$ cat config.mk
export PLATFORM = sky130hd
export DESIGN_NAME = rps_match_controller
export DESIGN_NICKNAME = d
export VERILOG_FILES = /design/src/rtl/rps_match_controller_pkg.sv /design/src/rtl/rps_lfsr8.sv /design/src/rtl/rps_match_controller.sv
export SDC_FILE = /design/constraint.sdc
export NUM_CORES = 1
export LEC_CHECK = 0
export ABC_AREA = 1
export CORE_ASPECT_RATIO = 1.5
export CORE_MARGIN = 2
export CORE_UTILIZATION = 35
export CTS_CLUSTER_SIZE = 25
export DETAILED_ROUTE_END_ITERATION = 10
export GPL_TIMING_DRIVEN = 0
export PLACE_DENSITY = 0.68
export SLEW_MARGIN = 20
export SYNTH_ARGS = -nofsm -noshare
export SYNTH_HDL_FRONTEND = slang
export SYNTH_SLANG_ARGS = --single-unit
$ cat constraint.sdc
create_clock -name clk -period 2.8 [get_ports clk]
set_input_delay 0.56 -clock clk [delete_from_list [all_inputs] [get_ports clk]]
set_output_delay 0.56 -clock clk [all_outputs]
set_load 0.01 [all_outputs]
$ cat src/rtl/rps_match_controller_pkg.sv
// Shared move/verdict codes, FSM state encoding and helpers for the
// rock-paper-scissors match controller and its referee.
package rps_match_controller_pkg;

    localparam int unsigned MOVE_W  = 2;
    localparam int unsigned SCORE_W = 3;
    localparam int unsigned LFSR_W  = 8;

    localparam logic [SCORE_W-1:0] SCORE_MAX = SCORE_W'(7);

    typedef enum logic [MOVE_W-1:0] {
        STONE    = 2'b00,
        PAPER    = 2'b01,
        SCISSORS = 2'b10,
        INVALID  = 2'b11
    } move_t;

    typedef enum logic [1:0] {
        TIE    = 2'b00,
        P1_WIN = 2'b01,
        P2_WIN = 2'b10,
        BAD    = 2'b11
    } verdict_t;

    typedef enum logic [2:0] {
        IDLE      = 3'd0,
        WAIT_MOVE = 3'd1,
        ISSUE     = 3'd2,
        WAIT_RES  = 3'd3,
        SCORE     = 3'd4,
        DONE      = 3'd5
    } state_t;

    typedef struct packed {
        move_t p1;
        move_t p2;
    } round_moves_t;

    // Folds the 11 code back onto a legal move so the machine never plays INVALID.
    function automatic move_t machine_move(input logic [LFSR_W-1:0] s);
        if (s[1:0] == 2'b11) begin
            return move_t'({1'b0, s[2]});
        end
        return move_t'(s[1:0]);
    endfunction

    function automatic logic [SCORE_W-1:0] sat_inc(input logic [SCORE_W-1:0] v);
        return (v == SCORE_MAX) ? v : v + SCORE_W'(1);
    endfunction

endpackage

$ cat src/rtl/rps_lfsr8.sv
// 8-bit Fibonacci LFSR (taps 8,6,5,4) supplying the machine's move.
module rps_lfsr8
    import rps_match_controller_pkg::*;
#(
    parameter logic [LFSR_W-1:0] SEED = 8'hA5
) (
    input  logic              clk,
    input  logic              rst_n,
    input  logic              ena,
    output logic [LFSR_W-1:0] state
);

    always_ff @(posedge clk or negedge rst_n) begin
        if (!rst_n) begin
            state <= SEED;
        end else if (ena) begin
            state <= {state[6:0], state[7] ^ state[5] ^ state[4] ^ state[3]};
        end
    end

endmodule

$ cat src/rtl/rps_match_controller.sv
// Best-of-N rock-paper-scissors match sequencer: captures moves, drives the
// referee handshake, keeps score and declares the match winner.
module rps_match_controller
    import rps_match_controller_pkg::*;
#(
    parameter int unsigned       WIN_TARGET = 2,
    parameter int unsigned       RES_LAT    = 2,
    parameter logic [LFSR_W-1:0] LFSR_SEED  = 8'hA5
) (
    input  logic               clk,
    input  logic               rst_n,
    input  logic               ena,
    input  logic               go,
    input  logic [MOVE_W-1:0]  human_move,
    input  logic               human_valid,
    output logic [MOVE_W-1:0]  p1_move,
    output logic [MOVE_W-1:0]  p2_move,
    output logic               round_start,
    input  logic [1:0]         winner_in,
    output logic [SCORE_W-1:0] score_p1,
    output logic [SCORE_W-1:0] score_p2,
    output logic               match_over,
    output logic [1:0]         match_winner,
    output logic               busy
);

    localparam int unsigned        CNT_W    = (RES_LAT > 1) ? $clog2(RES_LAT) : 1;
    localparam logic [CNT_W-1:0]   CNT_LAST = CNT_W'(RES_LAT - 1);
    localparam logic [SCORE_W-1:0] TARGET   = SCORE_W'(WIN_TARGET);

    state_t              state;
    logic                run_q;
    logic                step;
    logic [CNT_W-1:0]    lat_cnt;
    verdict_t            verdict_q;
    round_moves_t        moves_q;
    logic [LFSR_W-1:0]   lfsr;
    logic [SCORE_W-1:0]  s1_nxt;
    logic [SCORE_W-1:0]  s2_nxt;

    // Reset release is registered once so nothing moves on the first edge after it.
    always_ff @(posedge clk or negedge rst_n) begin
        if (!rst_n) begin
            run_q <= 1'b0;
        end else begin
            run_q <= 1'b1;
        end
    end

    assign step = ena && run_q;

    rps_lfsr8 #(.SEED(LFSR_SEED)) u_lfsr (
        .clk   (clk),
        .rst_n (rst_n),
        .ena   (step),
        .state (lfsr)
    );

    always_comb begin
        s1_nxt = score_p1;
        s2_nxt = score_p2;
        case (verdict_q)
            P1_WIN:  s1_nxt = sat_inc(score_p1);
            P2_WIN:  s2_nxt = sat_inc(score_p2);
            default: ;
        endcase
    end

    assign p1_move = moves_q.p1;
    assign p2_move = moves_q.p2;

    always_ff @(posedge clk or negedge rst_n) begin
        if (!rst_n) begin
            state        <= IDLE;
            lat_cnt      <= '0;
            verdict_q    <= TIE;
            moves_q      <= '0;
            round_start  <= 1'b0;
            score_p1     <= '0;
            score_p2     <= '0;
            match_over   <= 1'b0;
            match_winner <= 2'b00;
            busy         <= 1'b0;
        end else if (step) begin
            round_start <= 1'b0;
            case (state)
                IDLE, DONE: begin
                    if (go) begin
                        state        <= WAIT_MOVE;
                        score_p1     <= '0;
                        score_p2     <= '0;
                        match_over   <= 1'b0;
                        match_winner <= 2'b00;
                        busy         <= 1'b1;
                    end
                end
                WAIT_MOVE: begin
                    if (human_valid) begin
                        moves_q.p1  <= move_t'(human_move);
                        moves_q.p2  <= machine_move(lfsr);
                        round_start <= 1'b1;
                        state       <= ISSUE;
                    end
                end
                ISSUE: begin
                    lat_cnt <= '0;
                    state   <= WAIT_RES;
                end
                WAIT_RES: begin
                    if (lat_cnt == CNT_LAST) begin
                        verdict_q <= verdict_t'(winner_in);
                        state     <= SCORE;
                    end else begin
                        lat_cnt <= lat_cnt + CNT_W'(1);
                    end
                end
                SCORE: begin
                    score_p1 <= s1_nxt;
                    score_p2 <= s2_nxt;
                    if (s1_nxt >= TARGET) begin
                        match_over   <= 1'b1;
                        match_winner <= P1_WIN;
                        busy         <= 1'b0;
                        state        <= DONE;
                    end else if (s2_nxt >= TARGET) begin
                        match_over   <= 1'b1;
                        match_winner <= P2_WIN;
                        busy         <= 1'b0;
                        state        <= DONE;
                    end else begin
                        state <= WAIT_MOVE;
                    end
                end
                default: begin
                    state <= IDLE;
                    busy  <= 1'b0;
                end
            endcase
        end
    end

endmodule

congestion.png
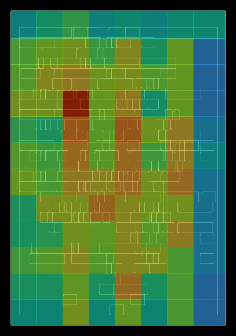
global routing usage on met3: 0.0436
all-layer global routing usage: 0.136

power_grid.png
Pins as bars on the die edge.
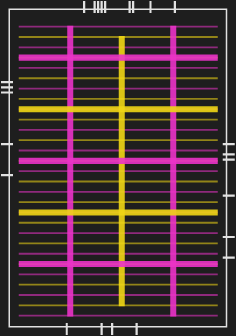
VDD -> yellow
VSS -> magenta
met4 straps = 3
signal pins = 24

layer_met1.png
The bar under the picture is 20 µm long. Supply wires on this layer in grey.
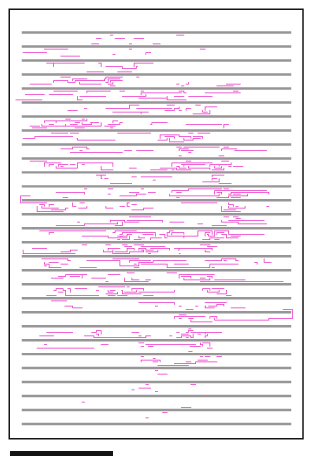
main direction = horizontal
wire length on this layer = 1200 µm

logic_types.png
The bar under the picture is 20 µm long.
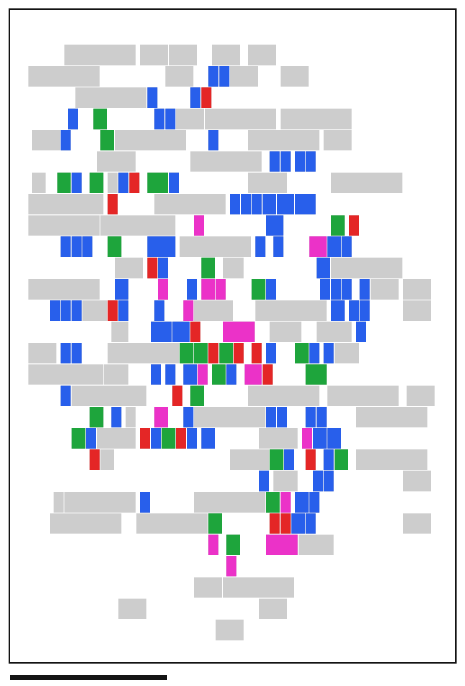
NAND gates -> blue  # cells 83, most used nand2_1
NOR gates -> magenta  # cells 15, most used nor2_1
inverters -> red  # cells 18, most used inv_1
inverting AOI/OAI gates -> green  # cells 24, most used o21ai_0

==> flow_summary_export.csv <==
group,metric,value,unit
pwr,peakVddDrop,0.506,mV
grt,initial_antenna_violation_count,0,
pwr,power_leakage,0.899,nW
pwr,power.sequential.total,0.703,mW
clocking,clk_pin_slew_worst_paths,0.06,ns
critical_path,ff2ff_path_depth,10,
pwr,share_seq_of_total_power,0.413,
clocking,clock_tree_from_tritoncts,"built",
pwr,power.clock.total,0.354,mW
pwr,power_frac_comb,0.378,
die,core-area,3990,µm²
pwr,p_sw_frac,0.365,
grt,grt_first_pass_wirelength,5.09,mm
final_layout,n_all_buffers,26,
synth,synthesis.area,1470,µm²
critical_path,critical_path_peak_fanout,5,
final_layout,antennaDiodeCount,0,
placed_design,placedInstanceArea,1750,µm²
final_layout,fillers,411,
worst_hold_path,hold_path.class,"primary input to asynchronous set/reset pin",
clocking,cts_resized,0,
critical_path,timing.critical_path.depth,1,
critical_path,timing.critical_path.slowest_stage_cell,"sky130_fd_sc_hd__clkdlybuf4s50_1",
final_layout,final_layout_top_logic_cell,"sky130_fd_sc_hd__nand2_1",
die,tap_cells,45,
final_layout,num-nets-final,222,
critical_path,cp_num_buf_inv,1,
synth,async_reset_ff_frac,1.00,
synth,ys.warnings.count,0,
final_timing,post-route-period-util,0.659,
synth,synth-seq-cells,30,
synth,edf_count,0,
critical_path,cp_slowest_stage_delay,0.57,ns
critical_path,critical_path_arrival,1.28,ns
critical_path,timing.rr.start,"score_p2[0]",
clocking,postCtsSetupRepairBufs,0,
final_timing,setup-tns-final,0,ns
final_timing,whs,0.311,ns
placed_design,gp_routability_congestion,0.745,
detailed_routing,detail_route.wl_per_cell,11.0,µm
grt,grt_pass1_vias,1150,
final_layout,seqCellArea,756,µm²
final_timing,clock_skew,0.00573,ns
detailed_routing,first_pass_iters,5,
detailed_routing,antenna_violating_nets_post_route,0,
synth,syn-num-nets,192,
synth,number_of_unique_standard_cell_types_used_by_synthesis,27,
critical_path,critical_path_class,"register to output port",
detailed_routing,drt-total-wl,2.82,mm
die,boundaryPins,24,
final_layout,flow.area_growth_from_synthesis,25.4,%
final_layout,fin_area,1840,µm²
final_timing,clock.fmax,542,MHz
synth,netlist_instances,181,
final_timing,timing_hold_violations_final,0,
final_layout,clock_buffer_count_in_the_final_layout,7,
clocking,cts.path.max_buffers,2,
critical_path,critical_path.endpoint_type,"output port",
pwr,pwr-share-clk,0.208,
critical_path,path_delay_family,"buffers and inverters",
final_timing,period_needed,1.84,ns
clocking,clk-insertion-delay-late,0.28,ns
detailed_routing,detailedRoute.firstIterationViolations,22,
final_layout,combAreaFraction,0.337,
final_timing,setup_viol,0,
detailed_routing,vias,1214,
pwr,internal-power,1.08,mW
critical_path,setup.worst_path.end,"score_p2[0]",
final_layout,layout.area.comb,621,µm²
clocking,cts_max_level,2,
detailed_routing,drcViolationCount,0,
clocking,cts_made_buffers,5,
final_layout,area_share_clock_buf_inv,0.0497,
final_timing,timing.final.max_slew_violations,0,
run,stage_log_warnings,26,
final_timing,worst_slew_pin_slew,0.668,ns
clocking,clock-root-buffer,"sky130_fd_sc_hd__clkbuf_8",
outcome,run_status,"completed",
die,chipHeight,83.3,µm
final_layout,buf_share,0.135,
die,floorplan_row_count,28,
run,timing.max_cap.violations,0,
clocking,clock_sink_count,30,
final_layout,final.signal_inverter_count,18,
final_timing,worst_slew_margin_rel,0.555,
pwr,comb_power,0.643,mW
die,dieArea,4730,µm²
placed_design,place_hpwl,2.10,mm
final_layout,logic_gate_count,130,
==> stage by stage <==
stage,power (mW),setup WS [ns]
3_3_place_gp,1.35,0.639
6_report,1.70,0.955
4_1_cts,1.73,0.939
2_1_floorplan,1.11,1.41
5_1_grt,1.85,0.904
3_5_place_dp,1.36,0.841
==> cells by family after synthesis <==
group	Yosys count	synth area share
other	1	0.00256
AOI/OAI and AO/OA	24	0.0853
adders and majority gates	2	0.0171
xor gates and xnor gates	4	0.0239
and+or+nand+nor	99	0.294
buffers and inverters	21	0.0614
DFF	30	0.515
==> cells in the mapped netlist (3+ instances only) <==
| master | n | area, µm² |
|---|---|---|
| sky130_fd_sc_hd__o21ai_1 | 6 | 30.0 |
| sky130_fd_sc_hd__inv_1 | 15 | 56.3 |
| sky130_fd_sc_hd__a21oi_1 | 4 | 20.0 |
| sky130_fd_sc_hd__nand2_1 | 66 | 248 |
| sky130_fd_sc_hd__o21ai_0 | 12 | 60.1 |
| sky130_fd_sc_hd__nor2_1 | 9 | 33.8 |
| sky130_fd_sc_hd__dfrtp_1 | 26 | 651 |
| sky130_fd_sc_hd__nand3_1 | 11 | 55.1 |
| sky130_fd_sc_hd__dfstp_2 | 4 | 105 |
| sky130_fd_sc_hd__inv_2 | 3 | 11.3 |
==> flip-flops by register name, indices dropped and copies added (netlist names), 2 cells and up <==
| signal | flops |
|---|---|
| score_p2 | 3 |
| u_lfsr.state | 8 |
| p1_move | 2 |
| p2_move | 2 |
| state | 3 |
| match_winner | 2 |
| verdict_q | 2 |
| score_p1 | 3 |
==> metal layers <==
layer | global-route usage | share of wire
met1 | 0.158 | 0.43
met2 | 0.227 | 0.52
met3 | 0.0436 | 0.034
met4 | 0.0571 | 0.020
met5 | 0 | 0
Power figures rest on the tool's default switching activity, not on a simulated workload.
